<file path="src/rtl/ddr_port_arbiter.sv">
// rtl/ddr_port_arbiter.sv - two-port round-robin arbiter onto a single DDR user port
// Ethernet (p0) and host (p1) share the DDR controller; read data returns in order via a port-id tag FIFO.
module ddr_port_arbiter #(
   parameter int RD_TAG_DEPTH = 32,
   parameter int TAG_AW       = 5
) (
   input  logic         i_clk,
   input  logic         i_rst,
   input  logic         i_p0_wr_req,
   input  logic         i_p0_rd_req,
   input  logic [255:0] i_p0_wr_data,
   input  logic [31:0]  i_p0_wr_be,
   input  logic [31:0]  i_p0_wr_addr,
   input  logic [31:0]  i_p0_rd_addr,
   output logic         o_p0_wr_ack,
   output logic         o_p0_rd_ack,
   output logic [255:0] o_p0_rd_data,
   output logic         o_p0_rd_data_valid,
   input  logic         i_p1_wr_req,
   input  logic         i_p1_rd_req,
   input  logic [255:0] i_p1_wr_data,
   input  logic [31:0]  i_p1_wr_be,
   input  logic [31:0]  i_p1_wr_addr,
   input  logic [31:0]  i_p1_rd_addr,
   output logic         o_p1_wr_ack,
   output logic         o_p1_rd_ack,
   output logic [255:0] o_p1_rd_data,
   output logic         o_p1_rd_data_valid,
   output logic         o_ddr_wr_req,
   output logic         o_ddr_rd_req,
   output logic [255:0] o_ddr_wr_data,
   output logic [31:0]  o_ddr_wr_be,
   output logic [31:0]  o_ddr_wr_addr,
   output logic [31:0]  o_ddr_rd_addr,
   input  logic         i_ddr_wr_ack,
   input  logic         i_ddr_rd_ack,
   input  logic [255:0] i_ddr_rd_data,
   input  logic         i_ddr_rd_data_valid,
   output logic         o_tag_err
);

   typedef enum logic [1:0] {S_IDLE, S_ISSUE, S_ACK} state_t;

   state_t              r_state;
   state_t              w_state_nxt;
   logic                r_rr;
   logic                r_port;
   logic                r_is_wr;
   logic [255:0]        r_wr_data;
   logic [31:0]         r_wr_be;
   logic [31:0]         r_wr_addr;
   logic [31:0]         r_rd_addr;
   logic [RD_TAG_DEPTH-1:0] r_tag_mem;
   logic [TAG_AW-1:0]   r_wptr;
   logic [TAG_AW-1:0]   r_rptr;
   logic [TAG_AW:0]     r_count;
   logic [255:0]        r_rd_data;
   logic [1:0]          r_rd_vld;
   logic                r_tag_err;

   logic w_full;
   logic w_elig0;
   logic w_elig1;
   logic w_win;
   logic w_win_wr;
   logic w_grant;
   logic w_ddr_ack;
   logic w_push;
   logic w_pop;
   logic w_pop_tag;

   assign w_full    = (r_count == (TAG_AW+1)'(RD_TAG_DEPTH));
   assign w_elig0   = i_p0_wr_req | (i_p0_rd_req & ~w_full);
   assign w_elig1   = i_p1_wr_req | (i_p1_rd_req & ~w_full);
   // Preferred port wins when eligible; otherwise the other port (only matters if it is eligible).
   assign w_win     = r_rr ? w_elig1 : ~w_elig0;
   assign w_win_wr  = w_win ? i_p1_wr_req : i_p0_wr_req;
   assign w_grant   = (r_state == S_IDLE) & (w_elig0 | w_elig1);
   assign w_ddr_ack = r_is_wr ? i_ddr_wr_ack : i_ddr_rd_ack;
   assign w_push    = (r_state == S_ISSUE) & ~r_is_wr & i_ddr_rd_ack;
   assign w_pop     = i_ddr_rd_data_valid & (r_count != '0);
   assign w_pop_tag = r_tag_mem[r_rptr];

   always_ff @(posedge i_clk or posedge i_rst) begin
      if (i_rst) begin
         r_state <= S_IDLE;
      end else begin
         r_state <= w_state_nxt;
      end
   end

   always_comb begin
      w_state_nxt  = r_state;
      o_ddr_wr_req = 1'b0;
      o_ddr_rd_req = 1'b0;
      o_p0_wr_ack  = 1'b0;
      o_p0_rd_ack  = 1'b0;
      o_p1_wr_ack  = 1'b0;
      o_p1_rd_ack  = 1'b0;
      case (r_state)
         S_IDLE: begin
            if (w_grant) w_state_nxt = S_ISSUE;
         end
         S_ISSUE: begin
            o_ddr_wr_req = r_is_wr;
            o_ddr_rd_req = ~r_is_wr;
            if (w_ddr_ack) w_state_nxt = S_ACK;
         end
         S_ACK: begin
            o_p0_wr_ack = ~r_port & r_is_wr;
            o_p0_rd_ack = ~r_port & ~r_is_wr;
            o_p1_wr_ack = r_port & r_is_wr;
            o_p1_rd_ack = r_port & ~r_is_wr;
            w_state_nxt = S_IDLE;
         end
         default: w_state_nxt = S_IDLE;
      endcase
   end

   always_ff @(posedge i_clk or posedge i_rst) begin
      if (i_rst) begin
         r_rr      <= 1'b0;
         r_port    <= 1'b0;
         r_is_wr   <= 1'b0;
         r_wr_data <= '0;
         r_wr_be   <= '0;
         r_wr_addr <= '0;
         r_rd_addr <= '0;
      end else if (w_grant) begin
         r_rr    <= ~w_win;
         r_port  <= w_win;
         r_is_wr <= w_win_wr;
         if (w_win_wr) begin
            r_wr_data <= w_win ? i_p1_wr_data : i_p0_wr_data;
            r_wr_be   <= w_win ? i_p1_wr_be   : i_p0_wr_be;
            r_wr_addr <= w_win ? i_p1_wr_addr : i_p0_wr_addr;
         end else begin
            r_rd_addr <= w_win ? i_p1_rd_addr : i_p0_rd_addr;
         end
      end
   end

   // Tag storage needs no reset: only slots between the pointers are ever read.
   always_ff @(posedge i_clk) begin
      if (w_push) r_tag_mem[r_wptr] <= r_port;
   end

   always_ff @(posedge i_clk or posedge i_rst) begin
      if (i_rst) begin
         r_wptr    <= '0;
         r_rptr    <= '0;
         r_count   <= '0;
         r_rd_data <= '0;
         r_rd_vld  <= 2'b00;
         r_tag_err <= 1'b0;
      end else begin
         if (w_push) r_wptr <= r_wptr + 1'b1;
         if (w_pop)  r_rptr <= r_rptr + 1'b1;
         if (w_push & ~w_pop) begin
            r_count <= r_count + 1'b1;
         end else if (w_pop & ~w_push) begin
            r_count <= r_count - 1'b1;
         end
         r_rd_data   <= i_ddr_rd_data;
         r_rd_vld[0] <= w_pop & ~w_pop_tag;
         r_rd_vld[1] <= w_pop & w_pop_tag;
         if (i_ddr_rd_data_valid & (r_count == '0)) r_tag_err <= 1'b1;
      end
   end

   assign o_ddr_wr_data      = r_wr_data;
   assign o_ddr_wr_be        = r_wr_be;
   assign o_ddr_wr_addr      = r_wr_addr;
   assign o_ddr_rd_addr      = r_rd_addr;
   assign o_p0_rd_data       = r_rd_data;
   assign o_p1_rd_data       = r_rd_data;
   assign o_p0_rd_data_valid = r_rd_vld[0];
   assign o_p1_rd_data_valid = r_rd_vld[1];
   assign o_tag_err          = r_tag_err;

endmodule

</file>
<file path="config.mk">
export PLATFORM = sky130hd
export DESIGN_NAME = ddr_port_arbiter
export DESIGN_NICKNAME = d
export VERILOG_FILES = /design/src/rtl/ddr_port_arbiter.sv
export SDC_FILE = /design/constraint.sdc
export NUM_CORES = 1
export LEC_CHECK = 0
export ABC_AREA = 1
export CAP_MARGIN = 20
export CORE_AREA = 2 2 720 722
export CTS_BUF_LIST = sky130_fd_sc_hd__clkbuf_2 sky130_fd_sc_hd__clkbuf_4 sky130_fd_sc_hd__clkbuf_8
export DETAILED_ROUTE_END_ITERATION = 12
export DIE_AREA = 0 0 722 724
export GPL_ROUTABILITY_DRIVEN = 0
export GPL_TIMING_DRIVEN = 0
export PLACE_DENSITY = 0.3
export SLEW_MARGIN = 20
export SYNTH_ARGS = -nofsm -noshare
export SYNTH_HDL_FRONTEND = slang
export SYNTH_SLANG_ARGS = --single-unit
</file>
<file path="constraint.sdc">
create_clock -name i_clk -period 20.9 [get_ports i_clk]
set_clock_uncertainty 0.15 [all_clocks]
set_input_delay 4.18 -clock i_clk [delete_from_list [all_inputs] [get_ports i_clk]]
set_output_delay 4.18 -clock i_clk [all_outputs]
set_load 0.02 [all_outputs]
</file>
Figure 1. Ports around the boundary (run 1).
(0.5 px per µm) Pins as bars across the die edge, other pins in gray.
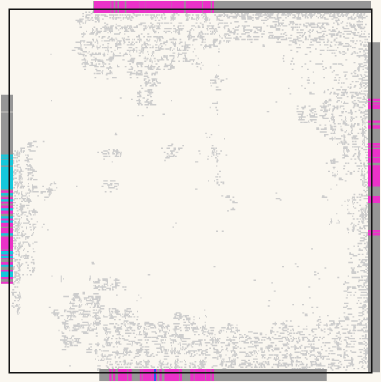
| color | port | pins | direction | edge |
|---|---|---|---|---|
| blue | `i_ddr_rd_data_valid` | 1 | input | bottom |
| magenta | `i_p0_wr_data` | 256 | input | 110 top, 62 bottom, 43 left, 41 right |
| cyan | `i_p1_rd_addr` | 32 | input | left |

Figure 2. Local utilization (run 1).
(0.5 px per µm) The die is cut into 36 by 36 equal tiles; black is low, pale yellow is high, 0 to 100% covered.
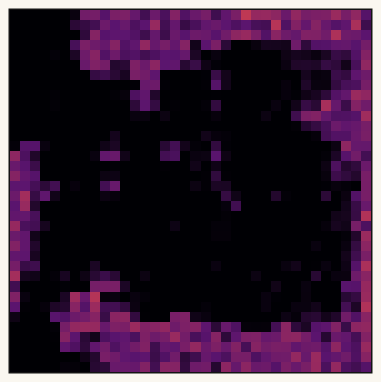
densest ninth of the die: top right
fullest tile: 50%
mean over tiles: 10%

==> notes.md, run 1 <==
The flow completed. Count of instances resized after the clock tree is built landed at 0. Hold timing on the final database bottoms out at a slack of 0.316 ns. The max-slew check reports its worst relative slack as 0.282.

The run finished with clean final reports. The largest individual stage delay along the critical path comes from the cell sky130_fd_sc_hd__dfrtp_1. For this run the aggregate overflow at the end of global routing stands at 0. Count of different cell masters after synthesis landed at 31.

Core area landed at 515,000 µm². STA reports a reg2reg setup slack of 16.53 ns. The setup path with the least slack is of type reg2out. For reference, the critical path cell chain is inv_1 > nor3_1 > clkdlybuf4s50_1. The report puts the hold buffer count at CTS at 0. For this run, the top clock speed supported by timing is 130 MHz. The floorplan report gives the top-level pin count as 1,842. The top cell type in the final layout, fill and taps aside, is sky130_fd_sc_hd__clkdlybuf4s50_1. Of all nets on the critical path, the largest fanout is 35.

The longest clock path from root to sink contains 4 buffers. Largest net degree at the start of global routing landed at 36. For reference, the mux area share after synthesis is 0.

Count of yosys warnings during synthesis landed at 0. In this run, the synthesized area fraction spent on adder and majority cells is recorded as 0.00475. The report gives the cell count of the worst hold path as 2. The number of global-route vias before repair is 35,800. Pin slew with the least headroom to its limit landed at 1.08 ns. By area, the combinational part of the netlist is dominated by simple AND/OR/NAND/NOR gates. The launch point of the worst min-delay path is recorded as o_ddr_wr_data[214].

The critical path runs through a total of 3 cells. Floorplan die height landed at 724 µm. Sorting the Yosys area breakdown by cell type puts at the top sky130_fd_sc_hd__dfrtp_1. For reference, the top cells by area after synthesis are sky130_fd_sc_hd__dfrtp_1 52%, sky130_fd_sc_hd__nand3_1 18%, sky130_fd_sc_hd__nand2_1 13%, sky130_fd_sc_hd__buf_4 6.6%, sky130_fd_sc_hd__edfxtp_1 3.1%. Detailed-route DRC error count landed at 0. Post-layout worst setup margin landed at 13.22 ns.

In this run, the synthesized area fraction spent on and/or/nand/nor cells is recorded as 0.325. For this configuration, the core starts out at a cell density of 0.0593. The finished cells cover 61,600 µm². Chip area in the Yosys report landed at 30,500 µm². Final critical delay including setup and external delays landed at 7.68 ns. From the final report, the count of setup violators was given as 0. Number of max-cap violations landed at 0. Total iterations of the first detailed-routing run landed at 6.

The share of synthesized area in the top cell type comes to 0.518. Looking at the post-CTS report, the setup buffer insertion count equals 0. Prior to clock tree synthesis, the placed netlist has a worst setup slack of 12.20 ns. Worst vdd rail ir drop landed at 0.0379 mV. The H-tree was split into 4 levels. TritonCTS built the clock tree. Cell depth of the worst flop-to-flop path landed at 11. HPWL reported at the end of detailed placement landed at 323 mm. Synthesis inferred 664 register bits. The net count after synthesis is 4,534. The launch point of the worst register-to-register path is recorded as r_count[5]. For this run, the detailed router reports a per-instance via density of 2.83. Layout overhead on the synthesized area landed at 102%. Critical path arrival landed at 3.35 ns. Per the timing report, the most critical flop-to-flop path finishes at o_ddr_wr_addr[27].

Chip width landed at 722 µm. After detailed placement, the design holds a cell count of 12,200. For this run, the register share of the synthesized area comes to 0.549.

Total power consumption of the routed design landed at 0.00820 W. Synthesized instance count landed at 3,554. Setup repair after global routing left no endpoint under its margin. The routed design shows a wire length per standard cell of 29.0 µm.

Total leakage power landed at 25.8 nW. STA classifies the critical path endpoint as an output port. Longest individual stage delay on the worst path landed at 1.00 ns.

Summing every instance area after synthesis gives 30,500 µm².
Figure 3. Placed cells, one color a class (run 1).
(1 px per µm)
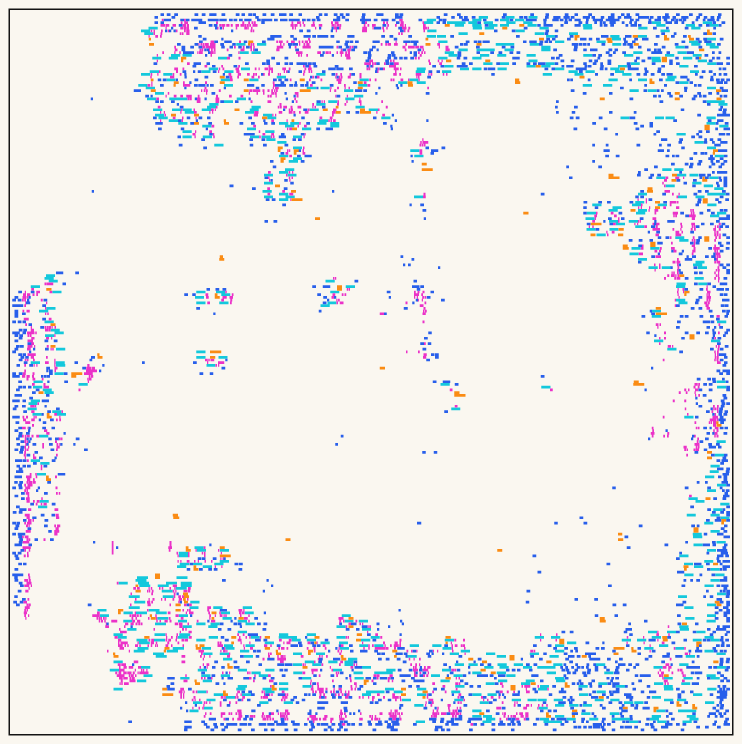
| color | class | cells | share of their area |
|---|---|---|---|
| cyan | flops | 664 | 32% |
| blue | other buffers and delay cells | 2,400 | 42% |
| orange | clock drivers and dummy loads | 274 | 6.7% |
| magenta | combinational and other logic | 2,356 | 20% |

Figure 4. Clock routing (run 1).
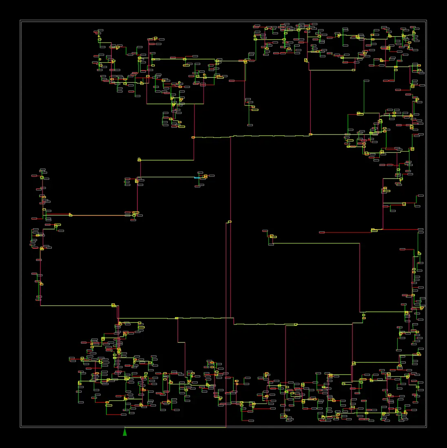
clock sink total: 664
clock insertion delay at the later pin of the skew report: 0.92 ns
number of flip-flops and latches: 664
power drawn by the clock network: 0.00185 W
number of buffers added by the clock tree synthesis step: 159

-- run 1: synth_stat cells (all sizes together) --
cell type	count
a21o	1
a21oi	9
buf	471
clkbuf	63
dfrtp	632
edfxtp	32
fa	1
ha	10
inv	33
nand2	1104
nand3	1081
nand4	3
nor2	67
nor3	7
o211ai	3
o21ai	25
o21bai	1
or2	1
xnor2	2
xor2	8
-- run 1: registers in the layout, indices dropped and copies added (netlist names), 5 cells and up --
name           flops
o_ddr_rd_addr     32
o_ddr_wr_be       32
o_p0_rd_data     256
o_ddr_wr_addr     32
r_tag_mem         32
o_ddr_wr_data    256
r_rptr             5
r_count            6
r_wptr             5
-- run 1: where the power goes --
| group | switching, W | leakage [nW] | internal (W) |
|---|---|---|---|
| sequential | 0.000265 | 7.93 | 0.00169 |
| combinational | 0.00306 | 16.0 | 0.00134 |
| clock | 0.000773 | 1.87 | 0.00107 |
-- run 1: cell type report --
cell class | count | area (µm²)
fillers | 59100 | 454000
clock buffers | 228 | 2920
plain buffers | 534 | 3260
clock inverters | 46 | 649
multi-input cells | 2323 | 10400
inverters | 33 | 128
well taps | 6783 | 8490
diodes | 38 | 95.1
repair buffers | 1866 | 18900
flip-flops and latches | 664 | 16800
-- run 1: per-layer routing --
metal	track usage	wire [µm]	vias to the layer above	share of wire
met1	0.158	148000	17600	0.41
met4	0.0272	8100	36	0.022
met3	0.0512	34300	410	0.095
met5	0	229	-	0.00063
met2	0.222	172000	1764	0.47
li1	-	-	15600	-
-- run 1: tightest hold or removal path, cell delays in order, from the launching register on --
cell	delay (ns)
sky130_fd_sc_hd__dfrtp_1	0.34
sky130_fd_sc_hd__nand2_1	0.05
sky130_fd_sc_hd__nand2_1	0.05
==> run 2, diff against run 1 <==
CORE_AREA = 2 2 724 726   (was 2 2 720 722)
DIE_AREA = 0 0 726 728   (was 0 0 722 724)
clock period = 7.7 ns   (was 20.9 ns; I/O delays follow)
Figure 5. Local utilization (run 2).
(0.5 px per µm) The die is cut into 36 by 36 equal tiles; black is low, pale yellow is high, 0 to 100% covered.
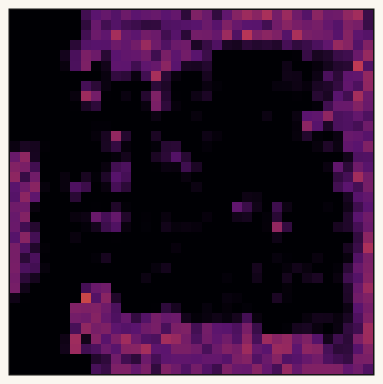
floorplan utilization: 0.0587
Core Region: 520,000 µm²
utilization after layout: 0.119

==> notes.md, run 2 <==
The flow completed. HPWL reported at the end of detailed placement landed at 328 mm. The worst hold path was traced through 2 stages. The clock reaches the later pin of the worst-skew pair after 0.98 ns. Largest net degree at the start of global routing landed at 36. Recorded from the global router log, the overflow total was 0. Summed instance area of the synthesized netlist landed at 30,500 µm². Power share of the sequential group landed at 0.239. Cell-internal power landed at 0.0110 W. In this run the post-CTS setup repair buffer count came out at 0. Count of instances resized after the clock tree is built landed at 0. Per the OpenROAD floorplan log, the width of the die is 726 µm.

Layout overhead on the synthesized area landed at 102%. Logic depth along the worst register-to-register path is recorded as 12. Worst vdd rail ir drop landed at 0.123 mV.

Cell count after placement landed at 12,400. Average wire length per cell after detail routing landed at 29.0 µm. Proportion of synthesized flip-flops having asynchronous set or reset landed at 0.952. Total iterations of the first detailed-routing run landed at 6. The clock H-tree reported by CTS has 4 levels. In this run, power in combinational logic comes to 0.0121 W. Timing would allow up to 202 MHz. Per report_power, the top consumer among the power groups is combinational logic. Area share of the leading cell type in the synthesized netlist landed at 0.518. Number of enable-type register cells in the synthesized netlist landed at 32. The startpoint identified for the worst register-to-register timing path is r_count[5]. The biggest area contributor in the post-synthesis netlist is sky130_fd_sc_hd__dfrtp_1.

By count the netlist is led by 1,098 x sky130_fd_sc_hd__nand2_1, 1,078 x sky130_fd_sc_hd__nand3_1, 632 x sky130_fd_sc_hd__dfrtp_1. The worst hold path begins at o_ddr_wr_data[153]. The report puts the hold buffer count at CTS at 0.

Clock sink count landed at 664. TritonCTS built the clock tree. Synthesis instantiated 31 different standard cells from the library. The worst-case max-slew headroom was logged as 0.214. Yosys printed 0 warnings. Pin slew with the least headroom to its limit landed at 1.18 ns. Floorplan die height landed at 728 µm.

The run finished with clean final reports. Looking at the setup timing report, the critical path kind is reg2out. Switching power as a fraction of the total was reported as 0.506.

Critical path arrival landed at 3.27 ns. Worst-path maximum fanout landed at 35. The script extracted a total leakage power of 25.8 nW.

The area recorded from the Yosys report for this design is 30,500 µm². Per report_power, the Clock row totals 0.00490 W. Final count of negative-setup-slack endpoints landed at 0. Per-cell via count in the routed design landed at 2.80. Among all flip-flop cells after synthesis, the most frequent one is sky130_fd_sc_hd__dfrtp_1. Setup repair after global routing left no endpoint under its margin. Power attributed to sequential cells is 0.00532 W.

Share of the yosys chip area belonging to registers landed at 0.549. The share of total power dissipated in combinational logic is 0.541. According to the I/O placement log, the pin count is 1,842. The endpoint identified for the worst register-to-register timing path is o_ddr_wr_data[208]. Detailed-route DRC error count landed at 0. Across all register-to-register paths, the minimum setup slack is 3.53 ns. STA classifies the critical path endpoint as an output port.

Leaving out fill and tap cells, the most frequent cell in the layout is sky130_fd_sc_hd__clkdlybuf4s50_1. Flop and latch count out of synthesis landed at 664. Final hold analysis gives a worst-case slack of 0.319 ns. Looking at the gate-level netlist, the highest instance count belongs to sky130_fd_sc_hd__nand2_1.
[run 2: netlist changes by cell type in the layout (fill, tap and decap cells not counted), sizes merged]
| cell | delta |
|---|---|
| clkinv | +2 |
| clkinvlp | +4 |
| inv | -2 |
| diode | -3 |
| bufinv | -7 |
| clkbuf | +17 |
| clkdlybuf4s50 | +1 |
| buf | -1 |
[run 2: final cells by class]
| type | count | area (µm²) |
|---|---|---|
| fillers | 60000 | 458000 |
| plain buffers | 534 | 3260 |
| multi-input cells | 2323 | 10400 |
| diodes | 35 | 87.6 |
| inverters | 33 | 128 |
| flip-flops and latches | 664 | 16800 |
| clock buffers | 244 | 3060 |
| well taps | 6942 | 8690 |
| repair buffers | 1867 | 19000 |
| clock inverters | 43 | 475 |
[run 2: cells by family (layout without fill, tap and decap cells)]
logic type,Yosys count,in the layout,share of synthesized area
compound gates,39,39,0.00680
fa+ha+maj,11,11,0.00475
other cells,0,35,0
simple gates,2263,2263,0.325
flops,664,664,0.549
xor+xnor,10,10,0.00287
buf+inv,567,2721,0.111
[run 2: through the flow]
stage | setup slack [ns] | power, W
2_1_floorplan | -2.62 | 0.00996
3_3_place_gp | -9.31 | 0.0179
3_5_place_dp | 2.03 | 0.0179
4_1_cts | 2.49 | 0.0232
5_1_grt | 2.45 | 0.0238
6_report | 2.74 | 0.0223
[run 2: layer usage]
layer  up-vias  GRT usage  wire [µm]
li1      15600          -          -
met1     17600      0.161     151000
met2      1783      0.223     173000
met3       451     0.0526      36000
met4        76     0.0270       8060
met5         -          0        469
[run 2: critical path, stage by stage, from the launching register on]
cell                              delay, ns
sky130_fd_sc_hd__dfrtp_1               1.02
sky130_fd_sc_hd__inv_1                 0.21
sky130_fd_sc_hd__nor3_1                0.39
sky130_fd_sc_hd__clkdlybuf4s50_1       0.69
==> run 3, diff against run 2 <==
clock period = 5.1 ns   (was 7.7 ns; I/O delays follow)
Figure 6. Local utilization (run 3).
(0.5 px per µm) The die is cut into 36 by 36 equal tiles; black is low, pale yellow is high, 0 to 100% covered.
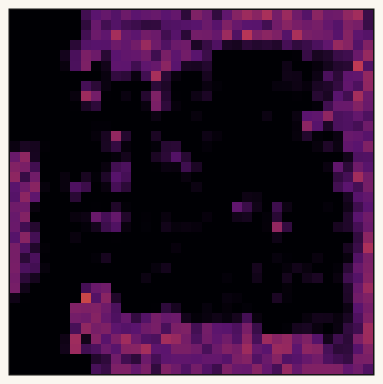

==> notes.md, run 3 <==
The flow completed. The iteration count recorded for the first detailed-route pass is 6. Hold is met by 0.319 ns. Layout overhead on the synthesized area landed at 102%. Looking at the gate-level netlist, the highest instance count belongs to sky130_fd_sc_hd__nand2_1. Maximum clock insertion buffer count landed at 4. The worst setup path is of the reg2out kind. Buffer and inverter count on the worst path landed at 2. Count of yosys warnings during synthesis landed at 0.

Looking at the max-slew report, the worst-margin pin has a slew of 1.18 ns. Number of max-cap violations landed at 0. Looking at the clock tree report, the H-tree level count equals 4.

The final report gives the core utilization as 0.119. Area share of the leading cell type in the synthesized netlist landed at 0.518. The run finished with clean final reports. The number of global-route vias before repair came to 35,900.

Post-CTS timing repair inserted 0 buffers for setup. After detailed routing, the number of remaining DRC violations is 0. Among all flip-flop cells after synthesis, the most frequent one is sky130_fd_sc_hd__dfrtp_1. Of the synthesized area, sequential elements account for 0.549. For this run, global-route usage on met3 was measured as 0.0526. Floorplan core density landed at 0.0587. Critical path data required time landed at 3.93 ns.

Setup TNS landed at 0 ns. Chip area in the Yosys report landed at 30,500 µm². The detailed placer reported the number of placed instances as 12,400. Looking at the global route congestion table, the highest-usage layer is met2. The first global-routing pass estimated 449 mm of wire. Clock buffer count from CTS landed at 162. Largest net degree at the start of global routing landed at 36. The type recorded for the worst min-delay path is reg2reg.

According to the finish report, the design has a final net count of 6,565. The synthesis report lists the most area-consuming cells as sky130_fd_sc_hd__dfrtp_1 52%, sky130_fd_sc_hd__nand3_1 18%, sky130_fd_sc_hd__nand2_1 13%, sky130_fd_sc_hd__buf_4 6.6%, sky130_fd_sc_hd__edfxtp_1 3.1%. Detailed routing placed a total of 173 mm of wire on met2. On the worst path, the slowest cell contributes a delay of 1.02 ns.

After synthesis, the most frequently instantiated cells are 1,098 x sky130_fd_sc_hd__nand2_1, 1,078 x sky130_fd_sc_hd__nand3_1, 632 x sky130_fd_sc_hd__dfrtp_1. In this run, synthesis inferred 32 flip-flops with an integrated enable. Floorplan die height landed at 728 µm. Final count of negative-setup-slack endpoints landed at 0. Per the post-synthesis report, the nets total 4,534. Per the slew report, the remaining headroom to the max-slew limit stands at 0.214. Routed length on met3 landed at 36.0 mm. Count of different cell masters after synthesis landed at 31. Synthesized instance count landed at 3,554.

Critical path arrival landed at 3.27 ns. Summed over all layers, the routed wires come to 368 mm. Per the OpenROAD power report, leakage power amounts to 25.8 nW. The global routing report lists met2 layer usage as 0.223. Looking at the clock tree report, the root buffer type is sky130_fd_sc_hd__clkbuf_8. Per the detail_route log, the uppermost layer with routed signals is met5.

Final critical delay including setup and external delays landed at 4.44 ns. Per the OpenROAD floorplan log, the area of the core is 520,000 µm². Looking at the VDD voltage map, the peak drop is 0.186 mV. For this design, the slowest cell found on the critical path is sky130_fd_sc_hd__dfrtp_1. On the critical path the largest part of the delay comes from flip-flops. Count of hold-fix buffers inserted at cts landed at 0. Chip width landed at 726 µm. The clock tree has to reach 664 sinks.

The highest clock rate this design can be run at is 225 MHz. OpenROAD emitted warnings numbering 32. Per the detail_route report, vias per standard cell equal 2.80. The critical path goes through inv_1 > nor3_1 > clkdlybuf4s50_1. STA classifies the critical path endpoint as an output port. Summed over all instances, the cell type with the most area after synthesis is sky130_fd_sc_hd__dfrtp_1. According to the I/O placement log, the pin count is 1,842. Flop-to-flop setup slack landed at 0.93 ns. The global route stage reports its total congestion overflow as 0. The most common logic cell in the final layout is sky130_fd_sc_hd__clkdlybuf4s50_1.

Summed instance area of the synthesized netlist landed at 30,500 µm². In the layout the commonest cells are 1,838 x sky130_fd_sc_hd__clkdlybuf4s50_1, 1,098 x sky130_fd_sc_hd__nand2_1, 1,078 x sky130_fd_sc_hd__nand3_1. Wire length the detailed router placed on met1 landed at 151 mm.

Source-to-sink clock delay at the later pin of the worst-skew pair landed at 0.98 ns. Per the synth stats, the proportion of register bits with asynchronous set or reset is 0.952. Flop and latch count out of synthesis landed at 664. TritonCTS built the clock tree. HPWL reported at the end of detailed placement landed at 328 mm. Count of instances resized after the clock tree is built landed at 0.

For met1 alone, demand over resource in global routing was 0.161. Setup repair after global routing left no endpoint under its margin. In this run the worst path has a maximum fanout of 35. Average wire length per cell after detail routing landed at 29.0 µm.
-- run 3: cell counts after synthesis --
Identical to the previous run, type by type.
-- run 3: through the flow --
step	total power (W)	instance area [µm²]	setup WS [ns]
after floorplan	0.0150	30500	-4.70
after global placement	0.0271	57700	-11.39
after detailed placement	0.0271	58200	-0.0544
final	0.0336	61800	0.661
after CTS	0.0350	61700	0.407
after global routing	0.0359	61800	0.367
-- run 3: cells by family after synthesis --
group	Yosys count	share of synthesized area
fa+ha+maj	11	0.00475
compound gates	39	0.00680
buf+inv	567	0.111
flops	664	0.549
xor+xnor	10	0.00287
simple gates	2263	0.325
-- run 3: path summary, 6_finish.rpt --
kind | to | from | depth (start not counted)
worst max-delay path | o_p1_rd_ack | r_port | 3
worst min-delay path | o_ddr_wr_data[153] | o_ddr_wr_data[153] | 2
worst max register to register | o_ddr_wr_data[208] | r_count[5] | 12
worst min register to register | o_ddr_wr_data[153] | o_ddr_wr_data[153] | 2
max in group asynchronous | o_p0_rd_data[5] | i_rst | 11
min in group asynchronous | o_ddr_wr_addr[20] | i_rst | 2
-- run 3: layout make-up --
type                    instances  area [µm²]
plain buffers                 534        3260
multi-input cells            2323       10400
repair buffers               1867       19000
diodes                         35        87.6
fillers                     60000      458000
clock buffers                 244        3060
inverters                      33         128
well taps                    6942        8690
flip-flops and latches        664       16800
clock inverters                43         475
-- run 3: worst reg2reg max path: cells and delay by family, from the launching register on --
family | cells | cell delay (ns)
DFF | 1 | 0.38
buffers and inverters | 4 | 1.88
and+or+nand+nor | 8 | 1.66
-- run 3: where the power goes --
group | internal, W | total, W | switching, W
Combinational | 0.00549 | 0.0182 | 0.0127
Clock | 0.00420 | 0.00740 | 0.00320
Sequential | 0.00692 | 0.00803 | 0.00110
Total | 0.0166 | 0.0336 | 0.0170
Power figures rest on the tool's default switching activity, not on a simulated workload.
